$ cat src/rtl/mem_access_unit.sv
// Data-memory initiator: one load/store at a time from EX, drives the RAM port, one response to WB.
// Latency from accept edge to the first resp_valid_o cycle: load 3, aligned store 2, split store N+1, reject/fault 1.
// Backpressure: req_ready_o is high only in IDLE. resp_valid_o and all response fields hold until resp_ready_i.
//
// Ports:
//   clk, rst                      clock and asynchronous active-high reset
//   req_valid_i/req_ready_o       request handshake; req_we_i, req_wid_i, req_addr_i, req_wdata_i carry the request
//   resp_valid_o/resp_ready_i     response handshake; resp_rdata_o, resp_misalign_o, resp_fault_o carry the response
//   ram_*_o / ram_*_i             RAM data port: byte address, enwr (0=write), enable, write data, width,
//                                 registered read data, and a combinational alignment error
module mem_access_unit #(
  parameter int RAM_SIZE         = 16,
  parameter int DATA_WIDTH       = 64,
  parameter int ADDR_WIDTH       = 64,
  parameter int SPLIT_MISALIGNED = 1
) (
  input  logic                  clk,
  input  logic                  rst,
  input  logic                  req_valid_i,
  output logic                  req_ready_o,
  input  logic                  req_we_i,
  input  logic [2:0]            req_wid_i,
  input  logic [ADDR_WIDTH-1:0] req_addr_i,
  input  logic [DATA_WIDTH-1:0] req_wdata_i,
  output logic                  resp_valid_o,
  input  logic                  resp_ready_i,
  output logic [DATA_WIDTH-1:0] resp_rdata_o,
  output logic                  resp_misalign_o,
  output logic                  resp_fault_o,
  output logic [RAM_SIZE-1:0]   ram_addr_o,
  output logic                  ram_enwr_o,
  output logic                  ram_en_o,
  output logic [DATA_WIDTH-1:0] ram_wdata_o,
  output logic [2:0]            ram_wid_o,
  input  logic [DATA_WIDTH-1:0] ram_rdata_i,
  input  logic                  ram_unalign_i
);

  typedef enum logic [2:0] {
    S_IDLE,
    S_ISSUE,
    S_WAIT,
    S_SPLIT,
    S_RESP
  } state_t;

  state_t                state_q;
  logic                  we_q;
  logic [2:0]            wid_q;
  logic [RAM_SIZE-1:0]   addr_q;
  logic [DATA_WIDTH-1:0] wdata_q;
  logic [2:0]            cnt_q;

  // Registered outputs
  logic                  req_ready_q;
  logic                  resp_valid_q;
  logic [DATA_WIDTH-1:0] resp_rdata_q;
  logic                  misalign_q;
  logic                  fault_q;
  logic [RAM_SIZE-1:0]   ram_addr_q;
  logic                  ram_enwr_q;
  logic                  ram_en_q;
  logic [DATA_WIDTH-1:0] ram_wdata_q;
  logic [2:0]            ram_wid_q;

  assign req_ready_o     = req_ready_q;
  assign resp_valid_o    = resp_valid_q;
  assign resp_rdata_o    = resp_rdata_q;
  assign resp_misalign_o = misalign_q;
  assign resp_fault_o    = fault_q;
  assign ram_addr_o      = ram_addr_q;
  assign ram_enwr_o      = ram_enwr_q;
  assign ram_en_o        = ram_en_q;
  assign ram_wdata_o     = ram_wdata_q;
  assign ram_wid_o       = ram_wid_q;

  // Incoming request decode
  logic req_fire;
  logic req_oor;
  logic req_bad_wid;
  logic req_misal;

  assign req_fire = req_valid_i & req_ready_q;

  generate
    if (ADDR_WIDTH > RAM_SIZE) begin : g_range
      assign req_oor = |req_addr_i[ADDR_WIDTH-1:RAM_SIZE];
    end else begin : g_norange
      assign req_oor = 1'b0;
    end
  endgenerate

  // Unsigned widths are meaningless for stores; 111 is never legal.
  assign req_bad_wid = (req_wid_i == 3'b111) | (req_we_i & req_wid_i[2]);

  always_comb begin
    req_misal = 1'b0;
    case (req_wid_i)
      3'b001:  req_misal = req_addr_i[0];
      3'b010:  req_misal = |req_addr_i[1:0];
      3'b011:  req_misal = |req_addr_i[2:0];
      default: req_misal = 1'b0;
    endcase
    req_misal = req_misal & req_we_i;
  end

  // Split-store helpers
  logic [2:0] split_last_idx;
  logic [2:0] cnt_nxt;

  always_comb begin
    split_last_idx = 3'd7;
    case (wid_q)
      3'b001:  split_last_idx = 3'd1;
      3'b010:  split_last_idx = 3'd3;
      default: split_last_idx = 3'd7;
    endcase
  end

  assign cnt_nxt = cnt_q + 3'd1;

  function automatic logic [7:0] byte_sel(input logic [DATA_WIDTH-1:0] d, input logic [2:0] idx);
    logic [DATA_WIDTH-1:0] s;
    s = d >> {idx, 3'b000};
    return s[7:0];
  endfunction

  always_ff @(posedge clk or posedge rst) begin
    if (rst) begin
      state_q      <= S_IDLE;
      we_q         <= 1'b0;
      wid_q        <= 3'b000;
      addr_q       <= '0;
      wdata_q      <= '0;
      cnt_q        <= 3'd0;
      req_ready_q  <= 1'b1;
      resp_valid_q <= 1'b0;
      resp_rdata_q <= '0;
      misalign_q   <= 1'b0;
      fault_q      <= 1'b0;
      ram_addr_q   <= '0;
      ram_enwr_q   <= 1'b1;
      ram_en_q     <= 1'b0;
      ram_wdata_q  <= '0;
      ram_wid_q    <= 3'b000;
    end else begin
      case (state_q)
        S_IDLE: begin
          if (req_fire) begin
            we_q        <= req_we_i;
            wid_q       <= req_wid_i;
            addr_q      <= req_addr_i[RAM_SIZE-1:0];
            wdata_q     <= req_wdata_i;
            cnt_q       <= 3'd0;
            req_ready_q <= 1'b0;
            if (req_oor || req_bad_wid) begin
              fault_q      <= 1'b1;
              resp_valid_q <= 1'b1;
              state_q      <= S_RESP;
            end else if (req_misal) begin
              if (SPLIT_MISALIGNED != 0) begin
                // First byte write goes out right away; later bytes follow from wdata_q.
                ram_en_q    <= 1'b1;
                ram_enwr_q  <= 1'b0;
                ram_wid_q   <= 3'b000;
                ram_addr_q  <= req_addr_i[RAM_SIZE-1:0];
                ram_wdata_q <= {{(DATA_WIDTH-8){1'b0}}, byte_sel(req_wdata_i, 3'd0)};
                state_q     <= S_SPLIT;
              end else begin
                misalign_q   <= 1'b1;
                resp_valid_q <= 1'b1;
                state_q      <= S_RESP;
              end
            end else begin
              ram_en_q    <= 1'b1;
              ram_enwr_q  <= ~req_we_i;
              ram_wid_q   <= req_wid_i;
              ram_addr_q  <= req_addr_i[RAM_SIZE-1:0];
              ram_wdata_q <= req_wdata_i;
              state_q     <= S_ISSUE;
            end
          end
        end

        S_ISSUE: begin
          ram_en_q   <= 1'b0;
          ram_enwr_q <= 1'b1;
          fault_q    <= ram_unalign_i;
          if (we_q) begin
            resp_valid_q <= 1'b1;
            state_q      <= S_RESP;
          end else begin
            state_q <= S_WAIT;
          end
        end

        S_WAIT: begin
          // A RAM alignment error leaves the load result at zero.
          if (!fault_q) begin
            resp_rdata_q <= ram_rdata_i;
          end
          resp_valid_q <= 1'b1;
          state_q      <= S_RESP;
        end

        S_SPLIT: begin
          if (cnt_q == split_last_idx) begin
            ram_en_q     <= 1'b0;
            ram_enwr_q   <= 1'b1;
            resp_valid_q <= 1'b1;
            state_q      <= S_RESP;
          end else begin
            cnt_q       <= cnt_nxt;
            // Address arithmetic is RAM_SIZE bits wide so it wraps around the RAM.
            ram_addr_q  <= addr_q + RAM_SIZE'(cnt_nxt);
            ram_wdata_q <= {{(DATA_WIDTH-8){1'b0}}, byte_sel(wdata_q, cnt_nxt)};
          end
        end

        S_RESP: begin
          if (resp_ready_i) begin
            resp_valid_q <= 1'b0;
            resp_rdata_q <= '0;
            misalign_q   <= 1'b0;
            fault_q      <= 1'b0;
            req_ready_q  <= 1'b1;
            state_q      <= S_IDLE;
          end
        end

        default: begin
          state_q <= S_IDLE;
        end
      endcase
    end
  end

endmodule

$ cat config.mk
export PLATFORM = sky130hd
export DESIGN_NAME = mem_access_unit
export DESIGN_NICKNAME = d
export VERILOG_FILES = /design/src/rtl/mem_access_unit.sv
export SDC_FILE = /design/constraint.sdc
export NUM_CORES = 1
export LEC_CHECK = 0
export CAP_MARGIN = 20
export CORE_ASPECT_RATIO = 0.8
export CORE_MARGIN = 4
export CORE_UTILIZATION = 47
export CTS_BUF_LIST = sky130_fd_sc_hd__clkbuf_16
export CTS_CLUSTER_SIZE = 16
export DETAILED_ROUTE_END_ITERATION = 6
export GPL_TIMING_DRIVEN = 0
export PLACE_DENSITY = 0.81
export SLEW_MARGIN = 5
export SYNTH_ARGS = -nofsm -noshare
export SYNTH_HDL_FRONTEND = slang
export SYNTH_SLANG_ARGS = --single-unit
$ cat constraint.sdc
create_clock -name clk -period 9.64 [get_ports clk]
set_input_delay 0.964 -clock clk [delete_from_list [all_inputs] [get_ports clk]]
set_output_delay 0.964 -clock clk [all_outputs]
set_load 0.005 [all_outputs]
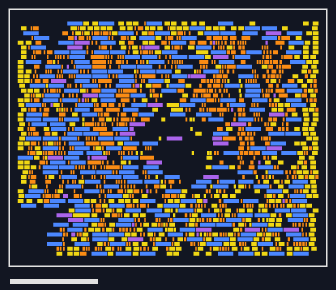
Run 1: cells coloured by class
The bar under the picture is 50 um long.
orange -> all other logic  # cells 845
blue -> flip-flops  # cells 242
yellow -> other buffers and delay cells  # cells 416
purple -> clock drivers and dummy loads  # cells 48
number of rows in the core area: 49
proportion of cell area occupied by registers: 0.3845
Final Cell Area: 0.01576 mm2

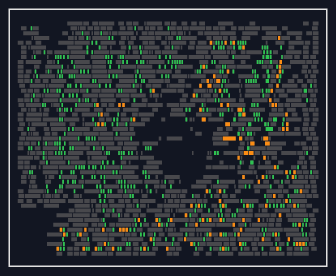
Run 1: selected gate families
green -> NAND gates  # cells 495, where all over the die
orange -> inverting AOI/OAI gates  # cells 115
non-filler instance count after layout: 1860
multi-input combinational area share: 0.2787
commonest non-fill, non-tap cell in the layout: nand2_1

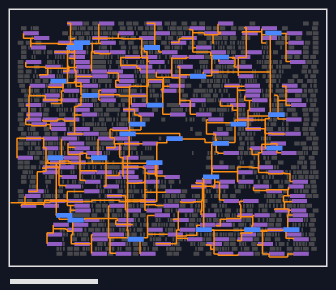
Run 1: clock network drawn from the DEF
The bar under the picture is 50 um long.
purple -> flip-flops  # count 242
blue -> cells driving clock nets  # count 26
orange -> clock wires  # length 3030 um
flops lie = all over the die
clk ins delay skew pair: 0.53 ns
clock network power share: 0.220
worst-case clock skew: 0.01544 ns
power attributed to the clock group: 909 uW

==> writeup.txt, run 1 <==
The cell count of the worst hold path was 2. STA reports the tightest min-delay check as being of type reg -> reg. The fraction of registers with async set or reset after synthesis came out at 1.000. For the worst min-delay path, the startpoint reported by OpenROAD is wdata_q[0]. The maximum net fanout on the critical path was 10; the aggregate global routing overflow was 0. The power in combinational cells is 1540 uW, and the fraction of the cycle the final worst path needs is 0.3464. The total of buffers placed on input and output ports was 352; the number of sinks on the clock net was 242.

After technology mapping, the gate count stands at 1150. The layout report lists the combined flip-flop and latch area as 0.006058 mm2. With the sequential element share of the synthesized area at 0.5490, the width of the die is 179.3 um.

For the met3 demand-to-capacity share in global routing, the log shows 0.05488. The type of element launching the critical path was a flip-flop. The critical path capture point type was a flip-flop.

Estimated wirelength of the detail-placed design: 26410 um. The category of the critical setup timing path was reg -> reg. Capturing point of the worst reg2reg path: ram_addr_o[8]. In the detailed route, the total length drawn on met3 is 2661 um. Per the detail_route log, met2 wirelength is 16600 um. The tools report the peak ir drop on the vdd network as 0.1587 mV. The run finished with clean final reports. The busiest layer in global routing was met2.

From synthesis to final layout, the design area changed by 42.78%.
run 1: logic make-up after synthesis:
kind of cell / synth area share
flops: 0.5490
other cells: 0.0003398
simple gates: 0.1947
buf+inv: 0.05295
fa+ha+maj: 0.006350
xor+xnor: 0.01338
compound gates: 0.05964
mux: 0.1236
run 1: critical path: stages (launching register included):
cell	delay, ns
dfrtp_1	0.43
ha_1	0.35
clkbuf_1	0.37
buf_2	0.36
inv_1	0.15
fa_1	0.46
nor2b_1	0.17
o211a_1	0.27
nand4_1	0.14
xor2_1	0.15
o21ai_0	0.09
mux2_4	0.27
run 1: flip-flops by register name, indices dropped and copies added (netlist names), 3 cells and up:
signal and count:
state_q 3, resp_rdata_o 64, wid_q 3, wdata_q 64, ram_wdata_o 64, ram_addr_o 16
cnt_q 3, addr_q 16, ram_wid_o 3
Run 1, met2 routing:
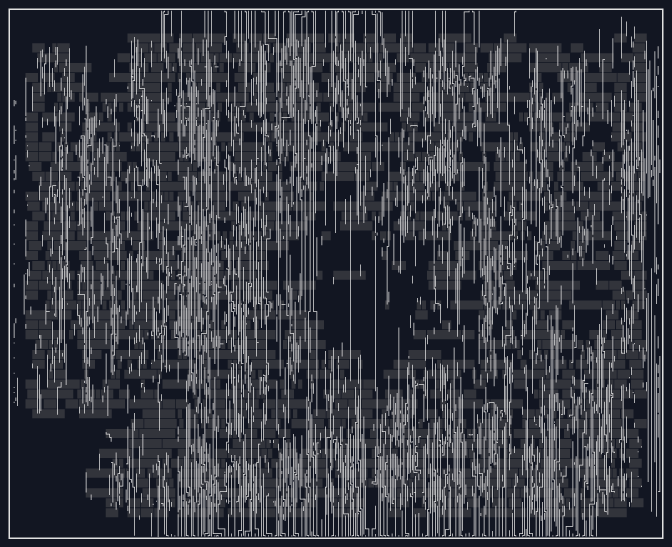

## Run 2: what changed since run 1
clock period = 3.45 ns   (was 9.64 ns; I/O delays follow)
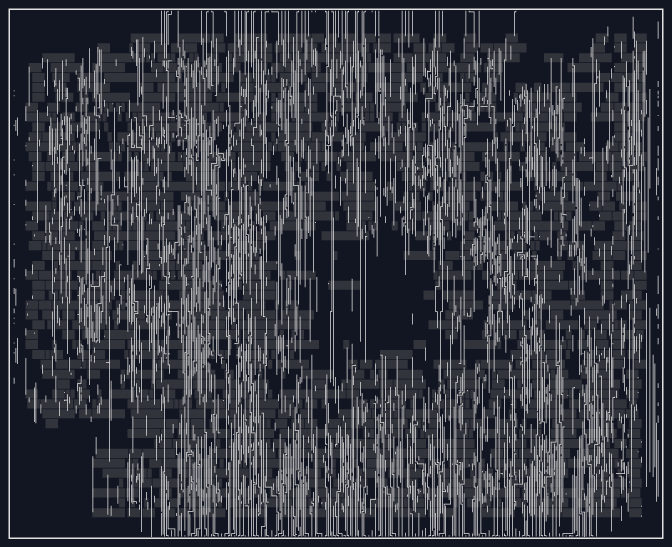
Run 2: met2 routing
nets with wire on the layer = 1487
longest straight run = 73.8 um
met2 track utilization from global routing: 0.4368
DRT Wirelength: 34980 um

==> writeup.txt, run 2 <==
The flow ran to the end, and the final reports show no timing, DRC or antenna violations. Number of OpenROAD warnings: 27. The busiest layer in global routing was met2. The aggregate global routing overflow was 0 (unchanged). Class of the most critical hold timing path: in -> async. The run gives 3 as the maximum buffer depth of the clock tree. Looking at the critical path, the single cell with the biggest stage delay is ha_1. TritonCTS built the clock tree. With the estimated wirelength of the detail-placed design at 26740 um (+1.2%), the post-synthesis mux area share is 0.1236 (unchanged). The post-synthesis compound-gate area fraction is 0.05964 (unchanged).

With the met3 wire length at 2969 um (+12%), the fraction of the cycle the final worst path needs is 0.9178 (+0.5714). The number of cells on the critical path works out to 10 (-1). With the number of sinks on the clock net at 242 (unchanged), the peak ir drop on the vdd network is 0.4632 mV (+190%). The number of buffers and inverters on the critical path was 2 (-1); the routed length on met2 was 16780 um (+1.1%).

The total of buffers placed on input and output ports is 352 (unchanged). The insertion delay at the late pin of the worst-skew pair came out at 0.52 ns (about the same). Broken down by cell family, the worst path's largest delay share belongs to adder cells. The area fraction in and, or, nand and nor cells was 0.1947 (unchanged); the total power divided by cell area was 728.3 mW/mm2. The width of the die is 179.3 um (unchanged). The critical path's largest stage delay was 0.58 ns (+0.12 ns). The run gives 0.01338 (unchanged) for the xor and xnor area share after synthesis. The maximum net fanout on the critical path came out at 10 (unchanged). The placement row count is 49 (unchanged). Traced cell by cell, the critical path runs through ha_1 -> buf_2 -> inv_1 -> fa_1 -> nor2b_1 -> o211a_1 -> nand4_1 -> xor2_1 -> o21ai_0 -> mux2_4. Looking at the setup timing report, the critical path kind is reg -> reg.

The tools report the final cell area excluding filler cells as 0.01579 mm2 (+0.24%). Leaving out fill and tap cells, the most frequent cell in the layout is nand2_1. The worst setup path is launched from a flip-flop.

Capturing point of the worst reg2reg path: ram_addr_o[8]. For the synthesized instance count, the log shows 1150 (unchanged). The tools report the critical path capture point type as a flip-flop. With the sequential element share of the synthesized area at 0.5490 (unchanged), the clock skew is 0.02220 ns (+0.006758 ns). The post-synthesis share of cell area spent on full adders, half adders and majority gates was 0.006350 (unchanged). Largest combinational cell category by area: simple AND/OR/NAND/NOR gates.

Met3 demand-to-capacity share in global routing: 0.06710 (+0.01222). The synthesis-to-finish area growth is 43.12%, and the fraction of registers with async set or reset after synthesis is 1.000 (unchanged).
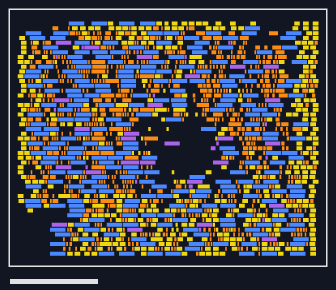
Run 2: cells coloured by class
The bar under the picture is 50 um long.
yellow -> other buffers and delay cells  # cells 420
purple -> clock drivers and dummy loads  # cells 43
blue -> flip-flops  # cells 242
orange -> all other logic  # cells 845

-- run 2: layout make-up --
cell class	count	area, um2	share of cell area
flip-flops and latches	242	6058	0.3836
clock inverters	18	103.9	0.006576
clock buffers	25	625.6	0.03961
well taps	306	382.9	0.02424
plain buffers	62	340.3	0.02155
diodes	1	2.502	0.0001585
repair buffers	358	3643	0.2307
inverters	64	244.0	0.01545
multi-input cells	781	4392	0.2781
-- run 2: report_power, final --
part | leakage [uW] | switching (uW) | internal [uW] | total [uW]
Clock | 0.000375 | 1100 | 1380 | 2480
Combinational | 0.00374 | 1940 | 2390 | 4330
Sequential | 0.00306 | 748 | 3950 | 4690
No activity file was given, so power comes from the tool's default toggle rates.
